### config.mk
export PLATFORM = sky130hd
export DESIGN_NAME = ex_muldiv_unit
export DESIGN_NICKNAME = d
export VERILOG_FILES = /design/src/rtl/ex_muldiv_unit_pkg.sv /design/src/rtl/ex_muldiv_unit_datapath.sv /design/src/rtl/ex_muldiv_unit.sv
export SDC_FILE = /design/constraint.sdc
export NUM_CORES = 1
export LEC_CHECK = 0
export CAP_MARGIN = 0
export CORE_MARGIN = 2
export CORE_UTILIZATION = 40
export DETAILED_ROUTE_END_ITERATION = 16
export GPL_ROUTABILITY_DRIVEN = 1
export MAX_ROUTING_LAYER = met4
export PLACE_DENSITY = 0.59
export REMOVE_ABC_BUFFERS = 1
export SLEW_MARGIN = 40
export SYNTH_ARGS = -nofsm -noshare
export SYNTH_HDL_FRONTEND = slang
export SYNTH_HIERARCHICAL = 1
export SYNTH_SLANG_ARGS = --single-unit
### constraint.sdc
create_clock -name Clk -period 5 [get_ports Clk]
set_input_delay 1 -clock Clk [delete_from_list [all_inputs] [get_ports Clk]]
set_output_delay 1 -clock Clk [all_outputs]
set_load 0.02 [all_outputs]
### src/rtl/ex_muldiv_unit_pkg.sv
// ex_muldiv_unit_pkg: shared op encodings, FSM states and default sizes for
// the EX-stage multiply/divide unit.
// Optional MADD support is selected by the MULDIV_MADD_EN macro (see top).
package ex_muldiv_unit_pkg;

  localparam int MULDIV_WIDTH = 32;
  localparam int MULDIV_CNT_W = 6;

  typedef enum logic [2:0] {
    OP_NOP   = 3'b000,
    OP_MULT  = 3'b001,
    OP_MULTU = 3'b010,
    OP_DIV   = 3'b011,
    OP_DIVU  = 3'b100,
    OP_MTHI  = 3'b101,
    OP_MTLO  = 3'b110,
    OP_MADD  = 3'b111
  } muldiv_op_e;

  typedef enum logic [1:0] {
    ST_IDLE = 2'd0,
    ST_MUL  = 2'd1,
    ST_DIV  = 2'd2,
    ST_FIX  = 2'd3
  } muldiv_state_e;

endpackage

### src/rtl/ex_muldiv_unit_datapath.sv
// ex_muldiv_unit_datapath: radix-2 shift-add multiplier / restoring divider
// working on operand magnitudes, plus the final sign correction.
// acc_hi_reg:acc_lo_reg is the product register when multiplying and the
// remainder:quotient pair when dividing.
module ex_muldiv_unit_datapath #(
  parameter int WIDTH = 32
) (
  input  logic             clk,
  input  logic             rst_n,
  input  logic             load,
  input  logic             step,
  input  logic             is_div,
  input  logic             is_signed,
  input  logic [WIDTH-1:0] opa,
  input  logic [WIDTH-1:0] opb,
  output logic [WIDTH-1:0] res_hi,
  output logic [WIDTH-1:0] res_lo
);

  logic [WIDTH-1:0]   acc_hi_reg, acc_lo_reg, mcand_reg, a_raw_reg;
  logic               div_mode_reg, neg_q_reg, neg_r_reg, div_zero_reg;
  logic               a_neg, b_neg;
  logic [WIDTH-1:0]   mag_a, mag_b;
  logic [WIDTH:0]     mul_sum, div_shift;
  logic               div_ge;
  logic [WIDTH-1:0]   acc_hi_next, acc_lo_next;
  logic [2*WIDTH-1:0] prod, prod_signed;
  logic [WIDTH-1:0]   quo_signed, rem_signed;

  // Two's-complement magnitudes of the incoming operands (signed ops only).
  always_comb begin
    a_neg = is_signed & opa[WIDTH-1];
    b_neg = is_signed & opb[WIDTH-1];
    mag_a = a_neg ? -opa : opa;
    mag_b = b_neg ? -opb : opb;
  end

  // One iteration: add-then-shift-right for multiply, shift-left-then-trial-
  // subtract for divide. The remainder always stays below the divisor, so
  // WIDTH bits of acc_hi_reg are enough; the shifted-in bit lives in div_shift.
  always_comb begin
    mul_sum   = {1'b0, acc_hi_reg} + {1'b0, {WIDTH{acc_lo_reg[0]}} & mcand_reg};
    div_shift = {acc_hi_reg, acc_lo_reg[WIDTH-1]};
    div_ge    = div_shift >= {1'b0, mcand_reg};
    if (div_mode_reg) begin
      acc_hi_next = div_ge ? (div_shift[WIDTH-1:0] - mcand_reg) : div_shift[WIDTH-1:0];
      acc_lo_next = {acc_lo_reg[WIDTH-2:0], div_ge};
    end else begin
      acc_hi_next = mul_sum[WIDTH:1];
      acc_lo_next = {mul_sum[0], acc_lo_reg[WIDTH-1:1]};
    end
  end

  // Sign correction and the divide-by-zero convention (Lo all ones, Hi raw A).
  always_comb begin
    prod        = {acc_hi_reg, acc_lo_reg};
    prod_signed = neg_q_reg ? -prod : prod;
    quo_signed  = neg_q_reg ? -acc_lo_reg : acc_lo_reg;
    rem_signed  = neg_r_reg ? -acc_hi_reg : acc_hi_reg;
    if (!div_mode_reg) begin
      res_hi = prod_signed[2*WIDTH-1:WIDTH];
      res_lo = prod_signed[WIDTH-1:0];
    end else if (div_zero_reg) begin
      res_hi = a_raw_reg;
      res_lo = '1;
    end else begin
      res_hi = rem_signed;
      res_lo = quo_signed;
    end
  end

  // Operand capture on accept, then one iteration per step cycle.
  always_ff @(posedge clk or negedge rst_n) begin
    if (!rst_n) begin
      acc_hi_reg   <= '0;
      acc_lo_reg   <= '0;
      mcand_reg    <= '0;
      a_raw_reg    <= '0;
      div_mode_reg <= 1'b0;
      neg_q_reg    <= 1'b0;
      neg_r_reg    <= 1'b0;
      div_zero_reg <= 1'b0;
    end else if (load) begin
      div_mode_reg <= is_div;
      neg_q_reg    <= a_neg ^ b_neg;
      neg_r_reg    <= a_neg;
      div_zero_reg <= is_div & (opb == '0);
      a_raw_reg    <= opa;
      acc_hi_reg   <= '0;
      acc_lo_reg   <= is_div ? mag_a : mag_b;
      mcand_reg    <= is_div ? mag_b : mag_a;
    end else if (step) begin
      acc_hi_reg <= acc_hi_next;
      acc_lo_reg <= acc_lo_next;
    end
  end

endmodule

### src/rtl/ex_muldiv_unit.sv
// ex_muldiv_unit: EX-stage multi-cycle MULT/DIV unit owning HI/LO.
// Sequencing FSM: IDLE -> MUL/DIV (WIDTH iterations) -> FIX (write HI/LO).
// Define MULDIV_MADD_EN to turn op 111 into MADD ({Hi,Lo} += signed A*B);
// otherwise op 111 is ignored like a NOP.
module ex_muldiv_unit
  import ex_muldiv_unit_pkg::*;
#(
  parameter int WIDTH = MULDIV_WIDTH,
  parameter int CNT_W = MULDIV_CNT_W
) (
  input  logic             Clk,
  input  logic             Rst_n,
  input  logic             Start,
  input  logic [2:0]       Op,
  input  logic [WIDTH-1:0] OperandA,
  input  logic [WIDTH-1:0] OperandB,
  input  logic             ReadHiLo,
  input  logic             Flush,
  output logic [WIDTH-1:0] Hi,
  output logic [WIDTH-1:0] Lo,
  output logic             Busy,
  output logic             Done,
  output logic             Stall
);

  muldiv_state_e    state_reg;
  logic [CNT_W-1:0] cnt_reg;
  muldiv_op_e       op;
  logic             op_mul, op_div, op_signed, load, step;
  logic [WIDTH-1:0] res_hi, res_lo;
`ifdef MULDIV_MADD_EN
  logic             madd_reg;
`endif

  // Op decode and datapath handshakes; a flushed Start never loads.
  always_comb begin
    op        = muldiv_op_e'(Op);
    op_mul    = (op == OP_MULT) || (op == OP_MULTU);
    op_div    = (op == OP_DIV) || (op == OP_DIVU);
    op_signed = (op == OP_MULT) || (op == OP_DIV);
`ifdef MULDIV_MADD_EN
    if (op == OP_MADD) begin
      op_mul    = 1'b1;
      op_signed = 1'b1;
    end
`endif
    load = (state_reg == ST_IDLE) && Start && !Flush && (op_mul || op_div);
    step = (state_reg == ST_MUL) || (state_reg == ST_DIV);
  end

  assign Busy  = (state_reg != ST_IDLE);
  assign Done  = (state_reg == ST_FIX) && !Flush;
  assign Stall = Busy & (Start | ReadHiLo);

  ex_muldiv_unit_datapath #(.WIDTH(WIDTH)) u_datapath (
    .clk       (Clk),
    .rst_n     (Rst_n),
    .load      (load),
    .step      (step),
    .is_div    (op_div),
    .is_signed (op_signed),
    .opa       (OperandA),
    .opb       (OperandB),
    .res_hi    (res_hi),
    .res_lo    (res_lo)
  );

  // Control FSM, iteration counter and the architectural HI/LO registers.
  always_ff @(posedge Clk or negedge Rst_n) begin
    if (!Rst_n) begin
      state_reg <= ST_IDLE;
      cnt_reg   <= '0;
      Hi        <= '0;
      Lo        <= '0;
`ifdef MULDIV_MADD_EN
      madd_reg  <= 1'b0;
`endif
    end else if (Flush) begin
      state_reg <= ST_IDLE;
      cnt_reg   <= '0;
    end else begin
      case (state_reg)
        ST_IDLE: begin
          if (Start) begin
            cnt_reg <= '0;
            if (op_mul)              state_reg <= ST_MUL;
            else if (op_div)         state_reg <= ST_DIV;
            else if (op == OP_MTHI)  Hi <= OperandA;
            else if (op == OP_MTLO)  Lo <= OperandA;
`ifdef MULDIV_MADD_EN
            madd_reg <= (op == OP_MADD);
`endif
          end
        end
        ST_MUL, ST_DIV: begin
          if (cnt_reg == CNT_W'(WIDTH - 1)) begin
            state_reg <= ST_FIX;
            cnt_reg   <= '0;
          end else begin
            cnt_reg <= cnt_reg + 1'b1;
          end
        end
        ST_FIX: begin
          Hi <= res_hi;
          Lo <= res_lo;
`ifdef MULDIV_MADD_EN
          if (madd_reg) {Hi, Lo} <= {Hi, Lo} + {res_hi, res_lo};
`endif
          state_reg <= ST_IDLE;
        end
        default: state_reg <= ST_IDLE;
      endcase
    end
  end

endmodule

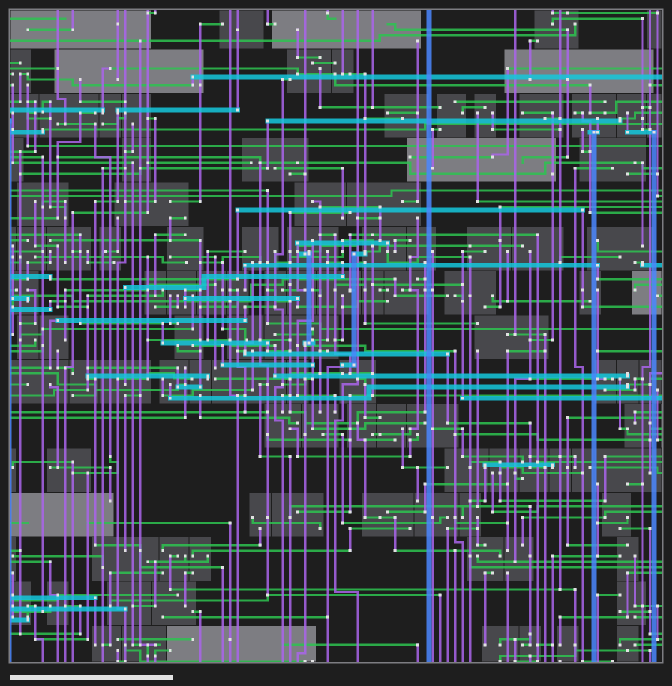
run_1/detail.png
Scale bar: 10 um. Window x 87 to 127, y 44 to 84 um. Cells in grey, sequential cells in the stronger grey; small squares are vias.
- metal 3: cyan
- metal 1: green
- metal 2: purple
- metal 4: blue
- sequential cells in the window: 7
- cells with their middle in the window: 108
- most frequent: a21oi_1 (17), nand2_1 (13), nor2_1 (12)
- netlist names of flops here include: u_datapath/acc_hi_reg (6), u_datapath/mcand_reg (1)

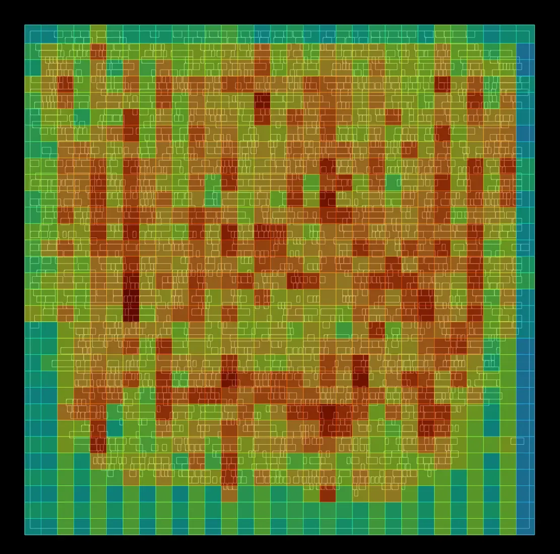
run_1/congestion.png
WL/cell: 21.4 um
GR Layer Usage met1: 37.3%
gr busiest metal: met2

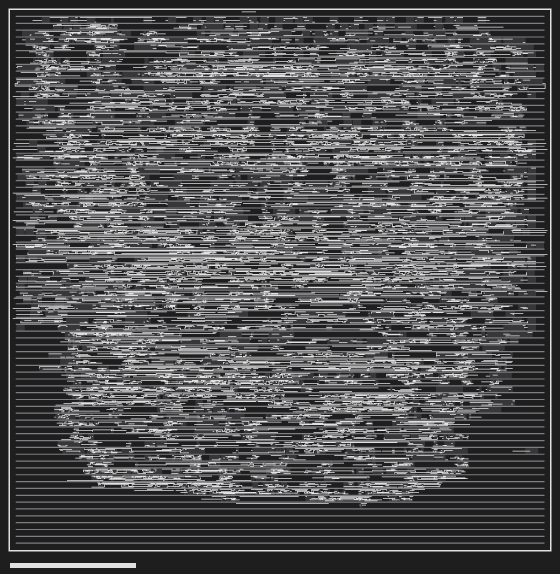
run_1/layer_met1.png
Scale bar: 50 um. Supply wires on this layer in grey.
- longest straight run: 66.2 um
- share of all routed wire: 46%

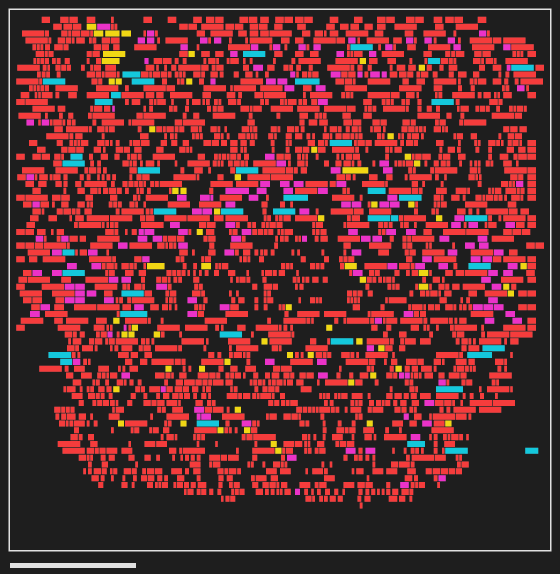
run_1/sizes.png
Scale bar: 50 um.
- _3 and _4 cells: yellow (cells 64; share 2.8%; most used buf_4)
- _6 and larger: cyan (cells 41; share 1.8%; most used clkbuf_16)
- _2 cells: magenta (cells 170; share 7.4%; most used mux2_2)
- _0 and _1 cells: red (cells 2,035; share 88%; most used nor2_1)

==> results.py, run 1 <==
# Physical implementation metrics
metrics = {
    "run_status": {
        "status": "completed",
    },
    "final_timing": {
        "relSlewSlack_pct": 43.8,
    },
    "placed_design": {
        "dp_cells": 2857,
        "portBuffers": 138,
        "pre_cts_ws_ps": 450,
        "place_hpwl_um": 45800,
        "dpl-instance-area_um2": 20000,
    },
    "synth": {
        "most_common_cell": "nor2_1",
        "ys_ff": 204,
        "ys.flop_type": "dfrtp_1",
        "synth_cells": 2192,
        "netlist_area_um2": 17800,
        "ys_sh_xor_pct": 7.59,
    },
    "pwr": {
        "switchingPower_mw": 7.45,
        "power_frac_seq_pct": 21.5,
        "comb_cell_power_mw": 10.1,
    },
    "cts": {
        "cts.clk_slew.worst_paths_ps": 70,
        "cts_hold_buf": 0,
        "clock-root-buffer": "clkbuf_16",
        "htreeDepth": 1,
        "cts_resized": 0,
    },
    "layout": {
        "num-nonclk-inverters": 78,
        "num-clock-buffers": 38,
        "flop_area_um2": 5110,
        "num_antenna_cells": 1,
        "layout.nonclk_buf_share_pct": 9.35,
    },
    "global_routing": {
        "antenna_found_initial": 1,
    },
    "setup_path": {
        "crit_slowest_cell": "or4b_4",
        "rr_endpoint": "Hi[24]$_DFFE_PN0P_",
        "crit_chain": "inv_1, ha_1, or3b_4, or3_4, or4b_4, or3_1, or3_1, or3_1, a21oi_1, mux2_2, a21oi_1, mux2_2, mux2_1",
        "endpoint": "Hi[24]$_DFFE_PN0P_",
        "required_ps": 5430,
        "path_delay_family": "simple AND/OR/NAND/NOR gates",
        "crit_buf_inv": 1,
    },
    "worst_hold_path": {
        "hold_path.class": "primary input to async pin",
    },
    "flow_run": {
        "warning_count": 29,
    },
    "drt": {
        "wirelength_met1_um": 28400,
    },
    "floorplanning": {
        "die_h_um": 215,
    },
}
==> run 1 -> run 2 <==
--- a/config.mk
+++ b/config.mk
@@ -5,9 +5,9 @@
 export SDC_FILE = /design/constraint.sdc
 export NUM_CORES = 1
 export LEC_CHECK = 0
-export CAP_MARGIN = 0
 export CORE_MARGIN = 2
 export CORE_UTILIZATION = 40
+export CTS_CLUSTER_DIAMETER = 80
 export DETAILED_ROUTE_END_ITERATION = 16
 export GPL_ROUTABILITY_DRIVEN = 1
 export MAX_ROUTING_LAYER = met4
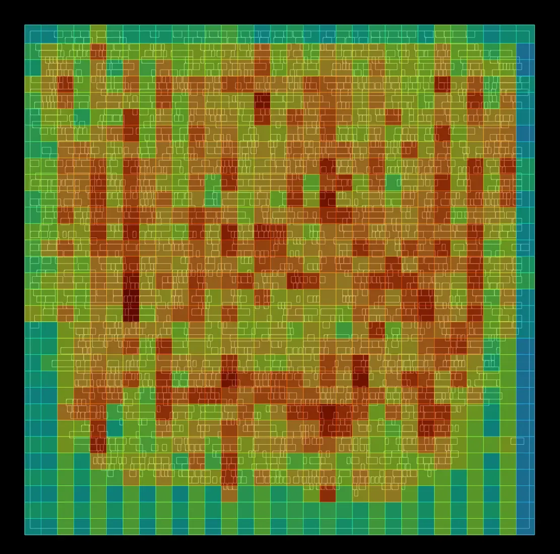
run_2/congestion.png
met3 global-route usage: 2.97%
total track usage: 27.3%
Layout Utilization: 47.2%
met2 Use GR: 42.2%

==> results.py, run 2 <==
# Physical implementation metrics
metrics = {
    "flow_run": {
        "warning_count": 29,
    },
    "layout": {
        "num-nonclk-inverters": 78,
        "ff_count": 204,
        "area_growth_pct": 17.0,
        "layout.nonclk_buf_share_pct": 9.35,
        "dominant-cell-class": "combinational gates",
        "num_antenna_cells": 1,
        "clock_area_share_pct": 3.88,
        "flop_area_um2": 5110,
    },
    "setup_path": {
        "rr_worst_depth": 13,
        "rr_endpoint": "Hi[24]$_DFFE_PN0P_",
        "crit_buf_inv": 1,
        "endpoint": "Hi[24]$_DFFE_PN0P_",
        "required_ps": 5430,
        "crit_chain": "inv_1, ha_1, or3b_4, or3_4, or4b_4, or3_1, or3_1, or3_1, a21oi_1, mux2_2, a21oi_1, mux2_2, mux2_1",
    },
    "worst_hold_path": {
        "hold_path.class": "primary input to async pin",
    },
    "drt": {
        "drcViolationCount": 0,
        "wirelength_met1_um": 28400,
        "final_antenna_net_count": 0,
        "wl_per_cell_um": 21.4,
    },
    "synth": {
        "ys_ff": 204,
        "synth_cells": 2192,
        "ys_top_logic_family": "AND-OR/OR-AND gates",
        "ys_sh_xor_pct": 7.59,
        "netlist_area_um2": 17800,
        "ys.flop_type": "dfrtp_1",
        "most_common_cell": "nor2_1",
        "avgSynthCellArea_um2": 8.10,
    },
    "global_routing": {
        "grt_util_met1_pct": 37.3,
        "antenna_found_initial": 1,
        "grt_pass1_wl_um": 97000,
        "grt_busiest_layer": "met2",
        "overflow": 0,
    },
    "pwr": {
        "power_frac_seq_pct": 21.5,
        "comb_cell_power_mw": 10.1,
        "power_mw": 15.2,
    },
    "final_timing": {
        "fmax_ghz": 0.223,
        "relSlewSlack_pct": 43.8,
    },
    "cts": {
        "cts_hold_buf": 0,
        "clock-root-buffer": "clkbuf_16",
        "htreeDepth": 1,
        "cts_resized": 0,
        "cts.clk_slew.worst_paths_ps": 70,
    },
    "placed_design": {
        "dp_cells": 2857,
        "dpl-instance-area_um2": 20000,
        "place_hpwl_um": 45800,
        "portBuffers": 138,
    },
    "floorplanning": {
        "ios": 139,
        "die_h_um": 215,
    },
    "run_status": {
        "status": "completed",
    },
}
Power is estimated from default activity; no workload was simulated.
